--- src/rtl/dma_timing_ctrl_pkg.sv ---
// dma_timing_ctrl_pkg: state and transfer encodings shared by the DMA timing controller
package DmaPackage;
  localparam logic [2:0] ST_SI = 3'd0;
  localparam logic [2:0] ST_S0 = 3'd1;
  localparam logic [2:0] ST_S1 = 3'd2;
  localparam logic [2:0] ST_S2 = 3'd3;
  localparam logic [2:0] ST_S3 = 3'd4;
  localparam logic [2:0] ST_S4 = 3'd5;
  localparam logic [2:0] ST_SC = 3'd6;
  typedef enum logic [2:0] {
    SI = ST_SI, S0 = ST_S0, S1 = ST_S1, S2 = ST_S2, S3 = ST_S3, S4 = ST_S4, SC = ST_SC
  } dma_state_t;
  typedef enum logic [1:0] {DEMAND = 2'b00, SINGLE = 2'b01, BLOCK = 2'b10, CASCADE = 2'b11} xfer_mode_t;
  typedef enum logic [1:0] {VERIFY = 2'b00, WRITE = 2'b01, READ = 2'b10, ILLEGAL = 2'b11} xfer_type_t;
endpackage

--- src/rtl/dma_timing_ctrl_strobe.sv ---
// dma_strobe_decode: bus strobes from transfer state and direction
module dma_strobe_decode
  import DmaPackage::*;
(
  input  dma_state_t state,
  input  xfer_type_t xferType,
  output logic       memr_n,
  output logic       memw_n,
  output logic       ior_n,
  output logic       iow_n
);
  logic rdPhase, wrPhase;
  always_comb begin
    rdPhase = state == S2 || state == S3;
    wrPhase = state == S3;
    memr_n  = !(rdPhase && xferType == READ);
    ior_n   = !(rdPhase && xferType == WRITE);
    iow_n   = !(wrPhase && xferType == READ);
    memw_n  = !(wrPhase && xferType == WRITE);
  end
endmodule

--- src/rtl/dma_timing_ctrl.sv ---
// dma_timing_ctrl: HRQ/HLDA handshake and SI/S0-S4/SC transfer sequencer
module dma_timing_ctrl
  import DmaPackage::*;
#(
  parameter int HLDA_TIMEOUT = 0
) (
  input  logic       CLK,
  input  logic       RESET,
  input  logic       req_valid,
  input  logic [1:0] grant_ch,
  input  logic       HLDA,
  input  logic       EOP_n,
  input  logic [1:0] xfer_mode,
  input  logic [1:0] xfer_type,
  input  logic       autoinit,
  input  logic       count_zero,
  input  logic       adr_carry,
  output logic       hrq,
  output logic       validDACK,
  output logic [1:0] active_ch,
  output logic       aen,
  output logic       adstb,
  output logic       memr_n,
  output logic       memw_n,
  output logic       ior_n,
  output logic       iow_n,
  output logic       addr_update,
  output logic       reload,
  output logic       tc_pulse,
  output logic       eop_out_n
);
  dma_state_t state, nextState;
  xfer_mode_t modeL;
  xfer_type_t typeL;
  logic       autoinitL, eopFlag, xferState, term, timeout, s4Live;
  logic [1:0] activeCh;
  logic [15:0] waitCnt;
  always_comb begin
    xferState = state == S1 || state == S2 || state == S3 || state == S4;
    term      = count_zero || eopFlag;
    timeout   = HLDA_TIMEOUT != 0 && waitCnt == 16'(HLDA_TIMEOUT - 1);
    nextState = state;
    case (state)
      SI: nextState = req_valid ? S0 : SI;
      S0: nextState = HLDA ? (modeL == CASCADE ? SC : S1) : (!req_valid || timeout) ? SI : S0;
      S1: nextState = S2;
      S2: nextState = S3;
      S3: nextState = S4;
      S4: nextState = (term || modeL == SINGLE || (modeL == DEMAND && !req_valid)) ? SI
                    : adr_carry ? S1 : S2;
      SC: nextState = (!req_valid || !EOP_n || eopFlag) ? SI : SC;
      default: nextState = SI;
    endcase
    // Losing the bus mid-transfer abandons the word outright
    if (xferState && !HLDA) nextState = SI;
  end
  always_ff @(posedge CLK) begin
    if (RESET) begin
      state     <= SI;
      activeCh  <= 2'd0;
      modeL     <= DEMAND;
      typeL     <= VERIFY;
      autoinitL <= 1'b0;
      eopFlag   <= 1'b0;
      waitCnt   <= 16'd0;
    end else begin
      state   <= nextState;
      eopFlag <= state == SI ? 1'b0 : eopFlag || (!EOP_n && (xferState || state == SC));
      waitCnt <= state == S0 ? waitCnt + 16'd1 : 16'd0;
      if (state == SI && req_valid) begin
        activeCh  <= grant_ch;
        modeL     <= xfer_mode_t'(xfer_mode);
        typeL     <= xfer_type_t'(xfer_type);
        autoinitL <= autoinit;
      end
    end
  end
  dma_strobe_decode u_strobe (
    .state   (state),
    .xferType(typeL),
    .memr_n  (memr_n),
    .memw_n  (memw_n),
    .ior_n   (ior_n),
    .iow_n   (iow_n)
  );
  // S4 pulses are suppressed if HLDA has already gone away
  always_comb begin
    s4Live      = state == S4 && HLDA;
    hrq         = state != SI;
    validDACK   = state == S2 || state == S3 || state == S4 || state == SC;
    aen         = xferState;
    adstb       = state == S1;
    addr_update = s4Live;
    tc_pulse    = s4Live && count_zero;
    eop_out_n   = !(s4Live && term);
    reload      = s4Live && term && autoinitL;
    active_ch   = activeCh;
  end
endmodule

--- config.mk ---
export PLATFORM = sky130hd
export DESIGN_NAME = dma_timing_ctrl
export DESIGN_NICKNAME = d
export VERILOG_FILES = /design/src/rtl/dma_timing_ctrl_pkg.sv /design/src/rtl/dma_timing_ctrl_strobe.sv /design/src/rtl/dma_timing_ctrl.sv
export SDC_FILE = /design/constraint.sdc
export NUM_CORES = 1
export LEC_CHECK = 0
export CORE_UTILIZATION = 40
export DETAILED_ROUTE_END_ITERATION = 10
export PLACE_DENSITY = 0.84
export SLEW_MARGIN = 20
export SYNTH_ARGS = -nofsm -noshare
export SYNTH_HDL_FRONTEND = slang
export SYNTH_SLANG_ARGS = --single-unit
--- constraint.sdc ---
create_clock -name CLK -period 1.3 [get_ports CLK]
set_input_delay 0.195 -clock CLK [delete_from_list [all_inputs] [get_ports CLK]]
set_output_delay 0.195 -clock CLK [all_outputs]
set_load 0.02 [all_outputs]
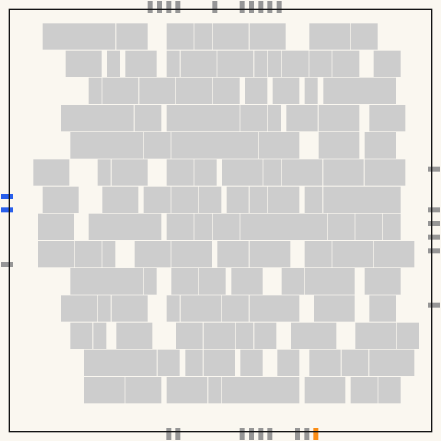
**Above:** ports around the boundary.
(10 px per um) Pins as bars across the die edge, other pins in gray.
legend:
  xfer_mode:
    color: blue
    pins: 2
    direction: input
    edge: left
  hrq:
    color: orange
    pins: 1
    direction: output
    edge: bottom
I/O Buffers: 27
DIE WIDTH: 42.10 um
die outline height: 42.10 um

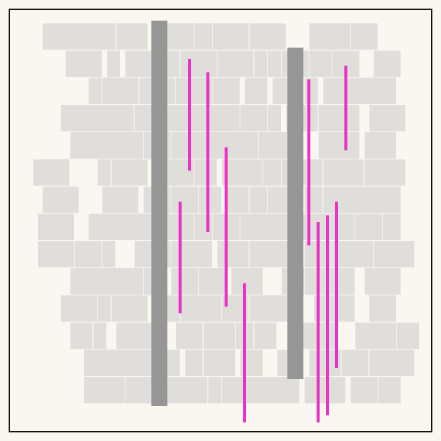
**Above:** the metal 4 layer.
(10 px per um) Supply wires on this layer in gray. Cells faint in the background.
share of all routed wire: 5.7%
nets with wire on the layer: 10
wire length on this layer: 147 um
WL final: 2600 um
via count: 830

==> run notes <==
The following summarizes the physical implementation.

Status
The run finished, with violations left. The final reports fail on setup timing.

Setup path
The slowest stage of the critical path is the dfxtp_4 cell. STA puts the critical path data required time at 1.11 ns. Data arrives at the worst endpoint at 1.29 ns.

Per STA, the library cell used most along the worst path is buf_6. For the worst reg-to-reg path, the startpoint reported by OpenROAD is state[1]$_SDFF_PP0_.

Timing
After layout, the setup clock skew is reported as 0.001655 ns. For the final routed database, the setup TNS stands at -2.131 ns. The least setup slack across all paths after layout is -0.1817 ns. Pins over their slew limit in the final report were tallied at 0.

The number of setup violations in the final report is 22.

Floorplanning
28 I/O pins were placed. Row generation in the floorplan step produced 14 rows. Across the placement rows, the number of tap cells is 16. The die outline area is 1772 um2.

Power and ir drop
Registers are responsible for 36.5% of the overall power. The power report attributes to the clock group a share of 22.7%. The switching fraction of total power is 32.59%. The maximum vdd drop is 0.6325 mV.

Finish
The share of the final layout cell area in multi-input gates is 37.67%. The final layout contains 141 nets. state holds more flip-flops than any other register.

Counting the inverters off the clock network in the layout gives 1. Per the final layout report, the fraction of cells sized above drive strength 1 comes to 46.03%. The final design was reported to hold multi-input combinational gates totalling 59. The number of non-clock buffers is 51. The area taken by sequential standard cells is reported as 226.5 um2. The top cell types in the final layout, fill and taps aside, are 16 x buf_4, 16 x buf_6, 12 x clkdlybuf4s50_1.

Cells fill 79.15% of the core in the end. The synthesis-to-finish area growth is 85.41%. The flip-flop count of the largest register after layout is 3.

Placement
The post-detailed-placement cell area is 1040 um2. The placed cell count is 132. The final weighted congestion recorded by global placement is 0.8308.

Clock network
TritonCTS built the clock tree. The number of H-tree levels is 1. The clock edge transition at the registers on the reported setup and hold paths is 0.08 ns. The clock latency at the later pin of the worst-skew pair is 0.27 ns. The count of buffers added by post-CTS timing repair for setup is 3.

Synthesis
Of all cell types, the one taking the most synthesized area is dfxtp_1. Yosys printed 0 warnings. The post-synthesis sequential element count is 11. Per the post-synthesis report, the number of cells in the design is 76. The largest combinational cell category by area is simple AND/OR/NAND/NOR gates. The post-synthesis share of cell area spent on xor and xnor gates is 2.724%.

Route
The met2 layer wire length in the routed design is 1306 um. Signal nets in the final route climb as high as met4. The violation count after the first detailed-route iteration is 28.

GRT
The met1 global-route usage is 29.14%. The layer carrying the most global-route usage is met2. The first global-routing pass estimated 3594 um of wire.

Recorded from the global router log, the overflow total was 0. For met2 alone, demand over resource in global routing was 46.56%. Entering global routing, the biggest net connects 9 pins.

Flow run
Across all stage logs, warnings added up to 29.

Hold path
The sink of the worst hold path is active_ch[0]$_SDFFE_PP0P_. Looking at hold timing, the worst path starts from active_ch[0]$_SDFFE_PP0P_.
No activity file was given, so power comes from the tool's default toggle rates.
